**config.mk**
```make
export PLATFORM = sky130hd
export DESIGN_NAME = detector_passagem_porta_flat
export DESIGN_NICKNAME = d
export VERILOG_FILES = /design/src/rtl/detector_passagem_porta_if.sv /design/src/rtl/detector_passagem_porta.sv /design/src/flat_wrapper.sv
export SDC_FILE = /design/constraint.sdc
export NUM_CORES = 1
export LEC_CHECK = 0
export CAP_MARGIN = 0
export CELL_PAD_IN_SITES_DETAIL_PLACEMENT = 1
export CELL_PAD_IN_SITES_GLOBAL_PLACEMENT = 2
export CORE_AREA = 10 10 79 74
export CTS_CLUSTER_DIAMETER = 40
export DETAILED_ROUTE_END_ITERATION = 10
export DIE_AREA = 0 0 89 84
export PLACE_DENSITY = 0.73
export SLEW_MARGIN = 20
export SYNTH_ARGS = -nofsm -noshare
export SYNTH_HDL_FRONTEND = slang
export SYNTH_SLANG_ARGS = --single-unit
```
**constraint.sdc**
```tcl
create_clock -name clock -period 2.3 [get_ports clock]
set_input_delay 0.23 -clock clock [delete_from_list [all_inputs] [get_ports clock]]
set_output_delay 0.23 -clock clock [all_outputs]
set_load 0.05 [all_outputs]
```
**src/rtl/detector_passagem_porta_if.sv**
```systemverilog
// Beam inputs and passage event outputs of the door passage detector.
// The master drives the raw beams; the slave is the detector itself.
interface detector_passagem_porta_if;
    logic sensor_externo;
    logic sensor_interno;
    logic pulso_entrada;
    logic pulso_saida;
    logic erro_passagem;
    logic ocupado;

    modport master (
        output sensor_externo,
        output sensor_interno,
        input  pulso_entrada,
        input  pulso_saida,
        input  erro_passagem,
        input  ocupado
    );

    modport slave (
        input  sensor_externo,
        input  sensor_interno,
        output pulso_entrada,
        output pulso_saida,
        output erro_passagem,
        output ocupado
    );
endinterface

```
**src/rtl/detector_passagem_porta.sv**
```systemverilog
// Door passage detector: synchronizes and debounces two IR beams, then
// classifies entry/exit passages into single-cycle pulses for the counter.
module detector_passagem_porta #(
    parameter int DEBOUNCE_CICLOS = 4,
    parameter int TIMEOUT_CICLOS  = 256
) (
    input  logic                      clock,
    input  logic                      reset,
    detector_passagem_porta_if.slave  bus
);
    localparam int DW = $clog2(DEBOUNCE_CICLOS + 1);
    localparam int TW = $clog2(TIMEOUT_CICLOS + 1);
    localparam logic [DW-1:0] DEB_FIM = DW'(DEBOUNCE_CICLOS - 1);
    localparam logic [TW-1:0] TMO_FIM = TW'(TIMEOUT_CICLOS - 1);

    typedef enum logic [2:0] {
        OCIOSO,
        ENT_A,
        ENT_AB,
        ENT_B,
        SAI_B,
        SAI_AB,
        SAI_A,
        INVALIDO
    } estado_t;

    // Bit 1 is the external beam, bit 0 the internal one.
    logic [1:0]          s1_q, s1_d;
    logic [1:0]          s2_q, s2_d;
    logic [1:0]          deb_q, deb_d;
    logic [1:0][DW-1:0]  cnt_q, cnt_d;
    estado_t             estado_q, estado_d;
    logic [TW-1:0]       tmo_q, tmo_d;
    logic                entrada_q, entrada_d;
    logic                saida_q, saida_d;
    logic                erro_q, erro_d;
    logic                ocupado_q, ocupado_d;
    logic [1:0]          ab;

    assign ab = deb_q;

    always_comb begin
        s1_d  = {bus.sensor_externo, bus.sensor_interno};
        s2_d  = s1_q;
        deb_d = deb_q;
        cnt_d = cnt_q;
        for (int i = 0; i < 2; i++) begin
            if (s2_q[i] == deb_q[i]) begin
                cnt_d[i] = '0;
            end else if (cnt_q[i] == DEB_FIM) begin
                deb_d[i] = s2_q[i];
                cnt_d[i] = '0;
            end else begin
                cnt_d[i] = cnt_q[i] + DW'(1);
            end
        end
    end

    always_comb begin
        estado_d  = estado_q;
        entrada_d = 1'b0;
        saida_d   = 1'b0;
        erro_d    = 1'b0;
        unique case (estado_q)
            OCIOSO: begin
                case (ab)
                    2'b10: estado_d = ENT_A;
                    2'b01: estado_d = SAI_B;
                    2'b11: begin
                        estado_d = INVALIDO;
                        erro_d   = 1'b1;
                    end
                    default: ;
                endcase
            end
            ENT_A: begin
                case (ab)
                    2'b11: estado_d = ENT_AB;
                    2'b01: estado_d = ENT_B;
                    2'b00: estado_d = OCIOSO;
                    default: ;
                endcase
            end
            ENT_AB: begin
                case (ab)
                    2'b01: estado_d = ENT_B;
                    2'b10: estado_d = ENT_A;
                    2'b00: estado_d = OCIOSO;
                    default: ;
                endcase
            end
            ENT_B: begin
                case (ab)
                    2'b00: begin
                        estado_d  = OCIOSO;
                        entrada_d = 1'b1;
                    end
                    2'b11: estado_d = ENT_AB;
                    2'b10: estado_d = ENT_A;
                    default: ;
                endcase
            end
            SAI_B: begin
                case (ab)
                    2'b11: estado_d = SAI_AB;
                    2'b10: estado_d = SAI_A;
                    2'b00: estado_d = OCIOSO;
                    default: ;
                endcase
            end
            SAI_AB: begin
                case (ab)
                    2'b10: estado_d = SAI_A;
                    2'b01: estado_d = SAI_B;
                    2'b00: estado_d = OCIOSO;
                    default: ;
                endcase
            end
            SAI_A: begin
                case (ab)
                    2'b00: begin
                        estado_d = OCIOSO;
                        saida_d  = 1'b1;
                    end
                    2'b11: estado_d = SAI_AB;
                    2'b01: estado_d = SAI_B;
                    default: ;
                endcase
            end
            INVALIDO: begin
                if (ab == 2'b00) estado_d = OCIOSO;
            end
        endcase

        // A legal move on the same cycle as expiry wins over the timeout.
        tmo_d = '0;
        if (estado_d == estado_q &&
            estado_q != OCIOSO &&
            estado_q != INVALIDO) begin
            if (tmo_q == TMO_FIM) begin
                estado_d = INVALIDO;
                erro_d   = 1'b1;
            end else begin
                tmo_d = tmo_q + TW'(1);
            end
        end

        ocupado_d = (estado_d != OCIOSO);
    end

    always_ff @(posedge clock or posedge reset) begin
        if (reset) begin
            s1_q      <= '0;
            s2_q      <= '0;
            deb_q     <= '0;
            cnt_q     <= '0;
            estado_q  <= OCIOSO;
            tmo_q     <= '0;
            entrada_q <= 1'b0;
            saida_q   <= 1'b0;
            erro_q    <= 1'b0;
            ocupado_q <= 1'b0;
        end else begin
            s1_q      <= s1_d;
            s2_q      <= s2_d;
            deb_q     <= deb_d;
            cnt_q     <= cnt_d;
            estado_q  <= estado_d;
            tmo_q     <= tmo_d;
            entrada_q <= entrada_d;
            saida_q   <= saida_d;
            erro_q    <= erro_d;
            ocupado_q <= ocupado_d;
        end
    end

    assign bus.pulso_entrada = entrada_q;
    assign bus.pulso_saida   = saida_q;
    assign bus.erro_passagem = erro_q;
    assign bus.ocupado       = ocupado_q;
endmodule

```
**src/flat_wrapper.sv**
```systemverilog
// flat-port wrapper written by rule: the top's interface ports become plain ports
module detector_passagem_porta_flat 
#(
    parameter int DEBOUNCE_CICLOS = 4,
    parameter int TIMEOUT_CICLOS  = 256
)
  (clock, reset, bus_sensor_externo, bus_sensor_interno, bus_pulso_entrada, bus_pulso_saida, bus_erro_passagem, bus_ocupado);
  detector_passagem_porta_if bus_i ();
  input  logic clock;
  input  logic reset;
  input wire logic [$bits(bus_i.sensor_externo)-1:0] bus_sensor_externo;
  input wire logic [$bits(bus_i.sensor_interno)-1:0] bus_sensor_interno;
  output wire logic [$bits(bus_i.pulso_entrada)-1:0] bus_pulso_entrada;
  output wire logic [$bits(bus_i.pulso_saida)-1:0] bus_pulso_saida;
  output wire logic [$bits(bus_i.erro_passagem)-1:0] bus_erro_passagem;
  output wire logic [$bits(bus_i.ocupado)-1:0] bus_ocupado;
  assign bus_i.sensor_externo = bus_sensor_externo;
  assign bus_i.sensor_interno = bus_sensor_interno;
  assign bus_pulso_entrada = bus_i.pulso_entrada;
  assign bus_pulso_saida = bus_i.pulso_saida;
  assign bus_erro_passagem = bus_i.erro_passagem;
  assign bus_ocupado = bus_i.ocupado;
  detector_passagem_porta #(.DEBOUNCE_CICLOS(DEBOUNCE_CICLOS), .TIMEOUT_CICLOS(TIMEOUT_CICLOS)) u_core (.clock(clock), .reset(reset), .bus(bus_i));
endmodule
```
Run 1, sequential cells grouped by signal name:
(6 px per um) Other sequential cells in the stronger grey, the rest of the logic in the fainter grey.
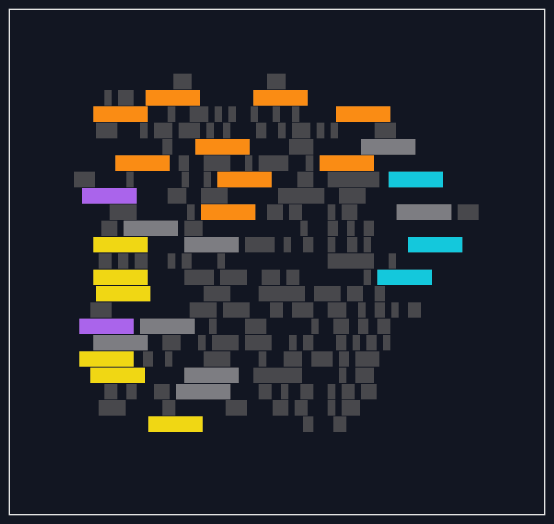
legend:
  u_core.s1_q:
    colour: purple
    placed_flops: 2
  u_core.cnt_q:
    colour: yellow
    placed_flops: 6
  u_core.tmo_q:
    colour: orange
    placed_flops: 9
  u_core.estado_q:
    colour: cyan
    placed_flops: 3

Run 1, logic cells by family:
(6 px per um)
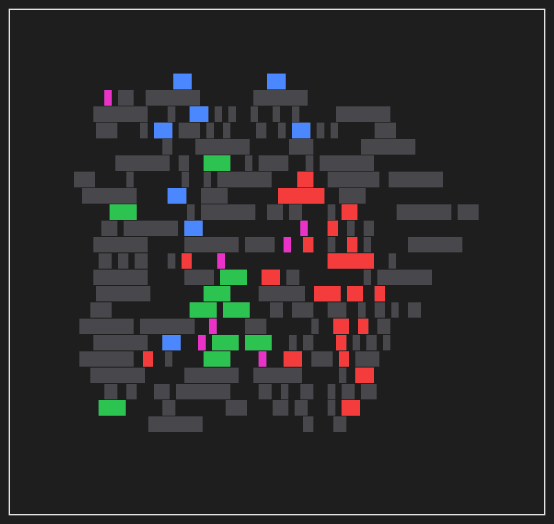
legend:
  XOR/XNOR gates:
    colour: blue
    cells: 8
  inverters:
    colour: magenta
    cells: 7
    where: centre
  inverting AOI/OAI gates:
    colour: red
    cells: 20
  adder and majority cells:
    colour: green
    cells: 10

Run 1, metal 2:
(3 px per um)
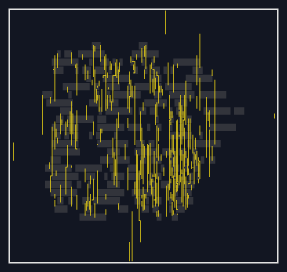
wire length on this layer: 1430 um
main direction: vertical

==> results.cfg, run 1 <==
; generated from flow reports
[drt]
drt-wirelength-per-cell_um = 14.9
wl_um = 3130
drcViolationCount = 0
drtPass1Iterations = 4
ant_nets = 0
viasPerCell = 5.30
num_vias = 1112
drt_iter0_drc = 92

[synth]
synth_cells = 154
ys_cells = 154
yosysTopAreaCellShare_pct = 44.2
yosysChipArea_sq_um = 1590
edf_count = 0
yosysWarnings = 0
ys_seq_share_pct = 44.2
synthArstFlopShare_pct = 100
synthesis.area_sq_um = 1590
top_area_cell = dfrtp_1
fp_nets = 168
ys_ff = 28
syn_avg_cell_area_sq_um = 10.3
dominantRegCellSynth = dfrtp_1
common_cells = dfrtp_1, nor2_1, nand2_1
synth.most_common_cell = dfrtp_1
yosys-top-cells-area = dfrtp_1, ha_1, nor2_1
synth.distinct_cells = 42

[cts]
cts.clk_slew.worst_paths_ns = 0.09
numCtsBuffers = 3
h-tree-depth = 1
clk_latency_ns = 0.27
cts_hold_buf = 0
max-clock-path-buffers = 2
cts_resized = 0
cts_tree = yes
cts_sinks = 28
root_buffer = clkbuf_8
post_cts_buffers = 0

[sta]
setup_tns_ns = 0
holdWs_ns = 0.318
period_minus_slack_ns = 2.10
finalCritPeriodShare_pct = 91.2
finalWorstSetupSlack_ns = 0.203
maxSlewHeadroom_pct = 60.0
hold_viol = 0
fmax_ghz = 0.477
worst_slew_pin_slew_ns = 0.600
clock-skew-final_ns = 0.00384
slew_viol_final = 0
setup_viol = 0
grt_setup_unrepaired = false

[pwr]
irDropWorstVdd_mv = 0.409
total_power_mw = 2.04
cellPowerDensity_nw_per_um2 = 1180
leakagePower_nw = 0.733

[place]
gp_congestion = 0.837
pre_cts_ws_ns = 0.233
portBuffers = 7
dp_cells = 207
placed_area_sq_um = 1690
dpl.hpwl_um = 2400

[critical_path]
end_kind = flop
crit_type = reg -> reg
critPathMaxStageDelay_ns = 0.46
crit_required_ns = 2.50
reg2reg_to = u_core.tmo_q[0]
worst_ep_arrival_time_ns = 2.29
reg2reg_from = u_core.ab[0]
reg2reg_slack_ns = 0.20
worst_path_max_delay_cell = dfrtp_1
cp-start-kind = flop
cp_cell_sequence = inv_1 > ha_1 > nand4b_1 > o211ai_2 > o31ai_4 > nand4b_4 > nor3b_2
reg2reg_depth = 7
cp_max_fo = 9

[finish]
diodes = 0
synthToLayoutAreaGrowth_pct = 9.23
nNetsFinal = 176
final_area_sq_um = 1730
fillCellCount = 488
regArea_sq_um = 701
final_cells = 210
comb_area_sq_um = 817
layout-drive-gt1-share_pct = 10.6
final_core_util_pct = 40.4

[global_route]
gr-usage-all-layers_pct = 9.19
antenna_found_initial = 0
grt_max_degree = 29
grt_pass1_vias = 1192
grt_pass1_wl_um = 5600
grt-ovfl-total = 0

[job]
warnings = 32
cap_viol_max_count = 0

[die]
fp_util_pct = 37.0
dieArea_sq_um = 7480
die_w_um = 89
ioPinCount = 8
dieHeight_um = 84
fp.coreArea_sq_um = 4290
rows = 23

[run_status]
status = finished clean

[hold_path]
worstHoldPathType = in -> async
-- run 1: power breakdown --
group / internal (mW) / switching, mW
clock network: 0.117 / 0.140
registers: 0.590 / 0.165
logic: 0.425 / 0.607
total: 1.13 / 0.912
-- run 1: cells by family (layout without fill, tap and decap cells) --
family | Yosys count | after routing | share of synthesized area, %
flops | 28 | 28 | 44.2
mux | 2 | 2 | 2.05
xor+xnor | 8 | 8 | 4.42
compound gates | 22 | 22 | 12.5
simple gates | 71 | 71 | 24.7
fa+ha+maj | 10 | 10 | 7.89
buf+inv | 13 | 19 | 4.34
-- run 1: worst max-delay path, delay by kind of cell, from the launching register on --
family                     cells  cell delay (ns)
and+or+nand+nor                3             0.60
DFF                            1             0.46
AOI/OAI and AO/OA              2             0.48
adders and majority gates      1             0.32
buffers and inverters          1             0.16
-- run 1: placed cells by master (no fill, tap or decap), types with 2 or more instances in the layout --
cell type | Yosys | layout
nor3b_1 | 3 | 3
o21ai_1 | 2 | 2
and3_1 | 3 | 3
o31ai_1 | 3 | 3
xor2_1 | 3 | 3
clkdlybuf4s50_1 | 0 | 7
nand2_1 | 17 | 17
nor2_1 | 19 | 19
nor3_1 | 6 | 6
clkbuf_8 | 0 | 3
nand3_1 | 4 | 4
buf_4 | 0 | 2
dfrtp_1 | 28 | 28
o21ai_0 | 6 | 6
ha_1 | 10 | 10
nand2b_1 | 3 | 3
inv_1 | 6 | 6
xnor2_1 | 5 | 5
nor2b_1 | 6 | 6
-- run 1: worst max-delay path by stage --
stage                     slack, ns  cells past startpoint              end          from
after global routing           0.01                      7  u_core.tmo_q[0]  u_core.ab[0]
after global placement         0.23                      7  u_core.tmo_q[0]  u_core.ab[1]
final                          0.20                      7  u_core.tmo_q[0]  u_core.ab[0]
after floorplan                0.42                      7  u_core.tmo_q[8]  u_core.ab[0]
after CTS                      0.21                      7  u_core.tmo_q[0]  u_core.ab[0]
after detailed placement       0.23                      7  u_core.tmo_q[7]  u_core.ab[1]
-- run 1: layout make-up --
type,count,area share (%)
Multi-Input combinational cell,113,47.1
Clock buffer,3,2.38
Tap cell,50,3.61
Sequential cell,28,40.4
Timing Repair Buffer,9,4.91
Inverter,7,1.52
-- run 1: flip-flops by register name, summed over array words and instances (netlist names) --
| register | cells |
|---|---|
| u_core.ab | 2 |
| u_core.bus.erro_passagem | 1 |
| u_core.bus.ocupado | 1 |
| u_core.bus.pulso_entrada | 1 |
| u_core.bus.pulso_saida | 1 |
| u_core.cnt_q | 6 |
| u_core.estado_q | 3 |
| u_core.s1_q | 2 |
| u_core.s2_q | 2 |
| u_core.tmo_q | 9 |
-- run 1: metal layers --
layer  track usage (%)  wire [um]  share of wire (%)
met1              12.3       1560                 50
met2              13.8       1430                 46
met3              2.34         91                2.9
met4              3.18         44                1.4
met5                 0          0                  0
==> run 2, diff against run 1 <==
--- a/config.mk
+++ b/config.mk
@@ -5,13 +5,14 @@
 export SDC_FILE = /design/constraint.sdc
 export NUM_CORES = 1
 export LEC_CHECK = 0
+export ABC_AREA = 1
 export CAP_MARGIN = 0
 export CELL_PAD_IN_SITES_DETAIL_PLACEMENT = 1
 export CELL_PAD_IN_SITES_GLOBAL_PLACEMENT = 2
-export CORE_AREA = 10 10 79 74
+export CORE_AREA = 10 10 84 79
 export CTS_CLUSTER_DIAMETER = 40
 export DETAILED_ROUTE_END_ITERATION = 10
-export DIE_AREA = 0 0 89 84
+export DIE_AREA = 0 0 94 89
 export PLACE_DENSITY = 0.73
 export SLEW_MARGIN = 20
 export SYNTH_ARGS = -nofsm -noshare
Run 2, metal 2:
(3 px per um)
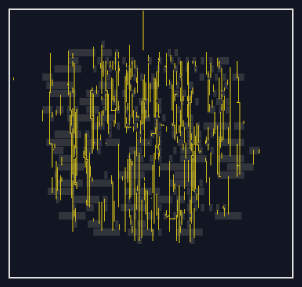
main direction: vertical
nets with wire on the layer: 197
share of all routed wire: 48%
wire length on this layer: 1870 um
longest straight run: 29.9 um

==> run 2 against run 1 <==
  * Setup slack improved by 0.058 ns
  * Synthesized cell count up 38%
  * Register-to-register slack better by 0.06 ns
  * Maximum frequency rose by 2.8%
  * Clock-buffer cell count unchanged
  * Non-clock buffer count down 1
  * Sequential share of layout area is 3.1 points lower
  * Final area is 8.4% higher
  * Final cell count rose by 38%
  * Die size grew 12%
  * Largest cell class unchanged
==> results.cfg, run 2 <==
; generated from flow reports
[run_status]
status = finished clean

[die]
ioPinCount = 8
rows = 25
die_w_um = 94
dieHeight_um = 89
fp.coreArea_sq_um = 5000
dieArea_sq_um = 8370
fp_util_pct = 33.4

[drt]
drt-wirelength-per-cell_um = 13.4
drtPass1Iterations = 4
num_vias = 1336
drcViolationCount = 0
wl_um = 3880
ant_nets = 0
viasPerCell = 4.62
drt_iter0_drc = 44

[sta]
hold_viol = 0
finalCritPeriodShare_pct = 88.6
finalWorstSetupSlack_ns = 0.261
holdWs_ns = 0.306
grt_setup_unrepaired = false
fmax_ghz = 0.490
setup_tns_ns = 0
maxSlewHeadroom_pct = 61.8
worst_slew_pin_slew_ns = 0.573
setup_viol = 0
period_minus_slack_ns = 2.04
clock-skew-final_ns = 0.00272
slew_viol_final = 0

[synth]
yosys-top-cells-area = dfrtp_1, nor2_1, nand2_1
fp_nets = 227
simple_gate_share_pct = 33.5
edf_count = 0
synth.distinct_cells = 29
yosys.area_share.aoi_pct = 4.12
ys_sh_adder_pct = 7.50
yosysTopAreaCellShare_pct = 42.0
synthesis.area_sq_um = 1670
ys_seq_share_pct = 42.0
top_area_cell = dfrtp_1
ys_ff = 28
synth_cells = 213
synthArstFlopShare_pct = 100
yosysChipArea_sq_um = 1670
mux_share_pct = 0
ys_cells = 213
xor_share_pct = 3.15
dominantRegCellSynth = dfrtp_1
synth.most_common_cell = nor2_1
syn_avg_cell_area_sq_um = 7.84
common_cells = nor2_1, nand2_1, inv_1
synthTopLogicFamily = simple AND/OR/NAND/NOR gates
yosysWarnings = 0

[job]
warnings = 32
cap_viol_max_count = 0

[global_route]
antenna_found_initial = 0
gr-usage-all-layers_pct = 10.2
grt_pass1_wl_um = 6850
grt-ovfl-total = 0
grt_max_degree = 29
grt_pass1_vias = 1433

[cts]
root_buffer = clkbuf_8
cts_tree = yes
h-tree-depth = 1
clk_latency_ns = 0.27
numCtsBuffers = 3
post_cts_buffers = 0
cts.clk_slew.worst_paths_ns = 0.10
max-clock-path-buffers = 2
cts_sinks = 28

[finish]
top_regs = u_core.tmo_q (9), u_core.cnt_q (6), u_core.estado_q (3)
layout-drive-gt1-share_pct = 10.4
regArea_sq_um = 702
comb_area_sq_um = 811
top_register = u_core.tmo_q
largest_register_ff_count = 9
final_cell_mix = nor2_1, nand2_1, inv_1, dfrtp_1, nand3_1
synthToLayoutAreaGrowth_pct = 12.5
diodes = 0
nNetsFinal = 237
lay_top_count = nor2_1
fillCellCount = 637

[critical_path]
end_kind = flop
crit_required_ns = 2.49
cp-start-kind = flop
crit_type = reg -> reg
worst_ep_arrival_time_ns = 2.23
cp_max_fo = 6

[place]
gp_congestion = 0.827
pre_cts_ws_ns = 0.202
dpl.hpwl_um = 3170
portBuffers = 7

[pwr]
irDropWorstVdd_mv = 0.581
leakagePower_nw = 0.916
cellPowerDensity_nw_per_um2 = 1410

[hold_path]
worstHoldPathType = in -> async
Run 2, zoomed window:
Region (27, 42) to (67, 82) um. Cells in grey, sequential cells in the stronger grey; small squares are vias.
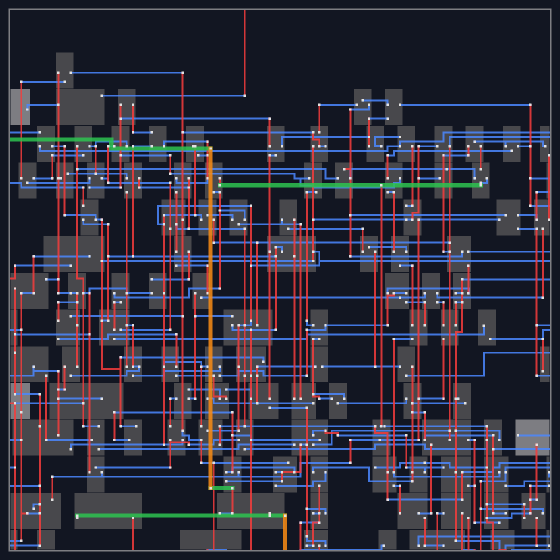
legend:
  met2:
    colour: red
  met3:
    colour: green
  met1:
    colour: blue
  met4:
    colour: orange
most frequent: nor2_1 (31), nand2_1 (26), inv_1 (12)
cells with their middle in the window: 106
sequential cells in the window: 0

run 2: cell types whose count changed in the layout (fill, tap and decap cells not counted), moves of 3 or more:
cell,before,now
a21oi_1,1,5
nor2b_1,6,0
nor2_1,19,49
o31ai_1,3,0
inv_1,6,27
nand2b_1,3,0
nand2_1,17,39
nand3_1,4,12
run 2: cell families after synthesis:
group | Yosys count
AND-OR/OR-AND | 13
XOR/XNOR | 6
adder cells (fa/ha/maj) | 10
buffers and inverters | 35
flip-flops | 28
AND/OR/NAND/NOR | 121
run 2: path summary, 6_finish.rpt:
check	from	endpoint	slack, ns	cells past startpoint
setup / recovery	u_core.ab[1]	u_core.bus.erro_passagem	0.26	15
hold / removal	reset	u_core.s2_q[0]	0.31	3
max in group asynchronous	reset	u_core.ab[0]	1.72	3
hold reg to reg	u_core.s1_q[0]	u_core.s2_q[0]	0.36	0
min in group clock	u_core.s1_q[0]	u_core.s2_q[0]	0.36	0
setup reg to reg	u_core.ab[1]	u_core.bus.erro_passagem	0.26	15
run 2: metrics by stage:
stage,instance area [sq um],utilization [%],cells,power (mW)
2_1_floorplan,1670,-,213,1.93
3_3_place_gp,1800,36.0,285,2.24
3_5_place_dp,1800,36.0,285,2.27
4_1_cts,1870,37.4,289,2.68
5_1_grt,1880,37.5,289,2.92
6_report,1880,37.5,289,2.64
run 2: area by class of cell:
cell class	count	area share, %
clock buffer	3	2.20
tap	67	4.46
timing repair buffer	8	4.13
sequential	28	37.4
clock inverter	1	1.60
multi-input combinational	150	43.2
inverter	32	7.06
run 2: power breakdown:
| part | internal, mW | switching (mW) | total [mW] |
|---|---|---|---|
| registers | 0.602 | 0.167 | 0.769 |
| logic | 0.511 | 0.977 | 1.49 |
| clock network | 0.233 | 0.153 | 0.386 |
run 2: critical path, cell delays in order (launching register included):
cell and delay, ns:
dfrtp_1 0.48, inv_2 0.10, ha_1 0.25, inv_1 0.09
nand2_1 0.10, nand2_1 0.07, nor2_1 0.04, nor2_1 0.09
nand2_1 0.08, nor2_2 0.11, nand2_1 0.08, nand2_1 0.06
nand2_1 0.06, inv_2 0.10, nand3_2 0.14, o21ai_0 0.12
run 2: repair_timing:
item / in CTS / in global routing
endpoints found under the setup margin: 0 / 14
hold buffers: 0 / 0
resized: 0 / 5
run 2: layer usage:
| metal | global-route usage (%) | share of wire [%] | vias up |
|---|---|---|---|
| met1 | 12.3 | 47 | 646 |
| li1 | - | - | 673 |
| met4 | 2.90 | 1.1 | 0 |
| met5 | 0 | 0 | - |
| met3 | 2.85 | 3.9 | 4 |
| met2 | 17.5 | 48 | 13 |
Power and IR drop assume default switching activity.
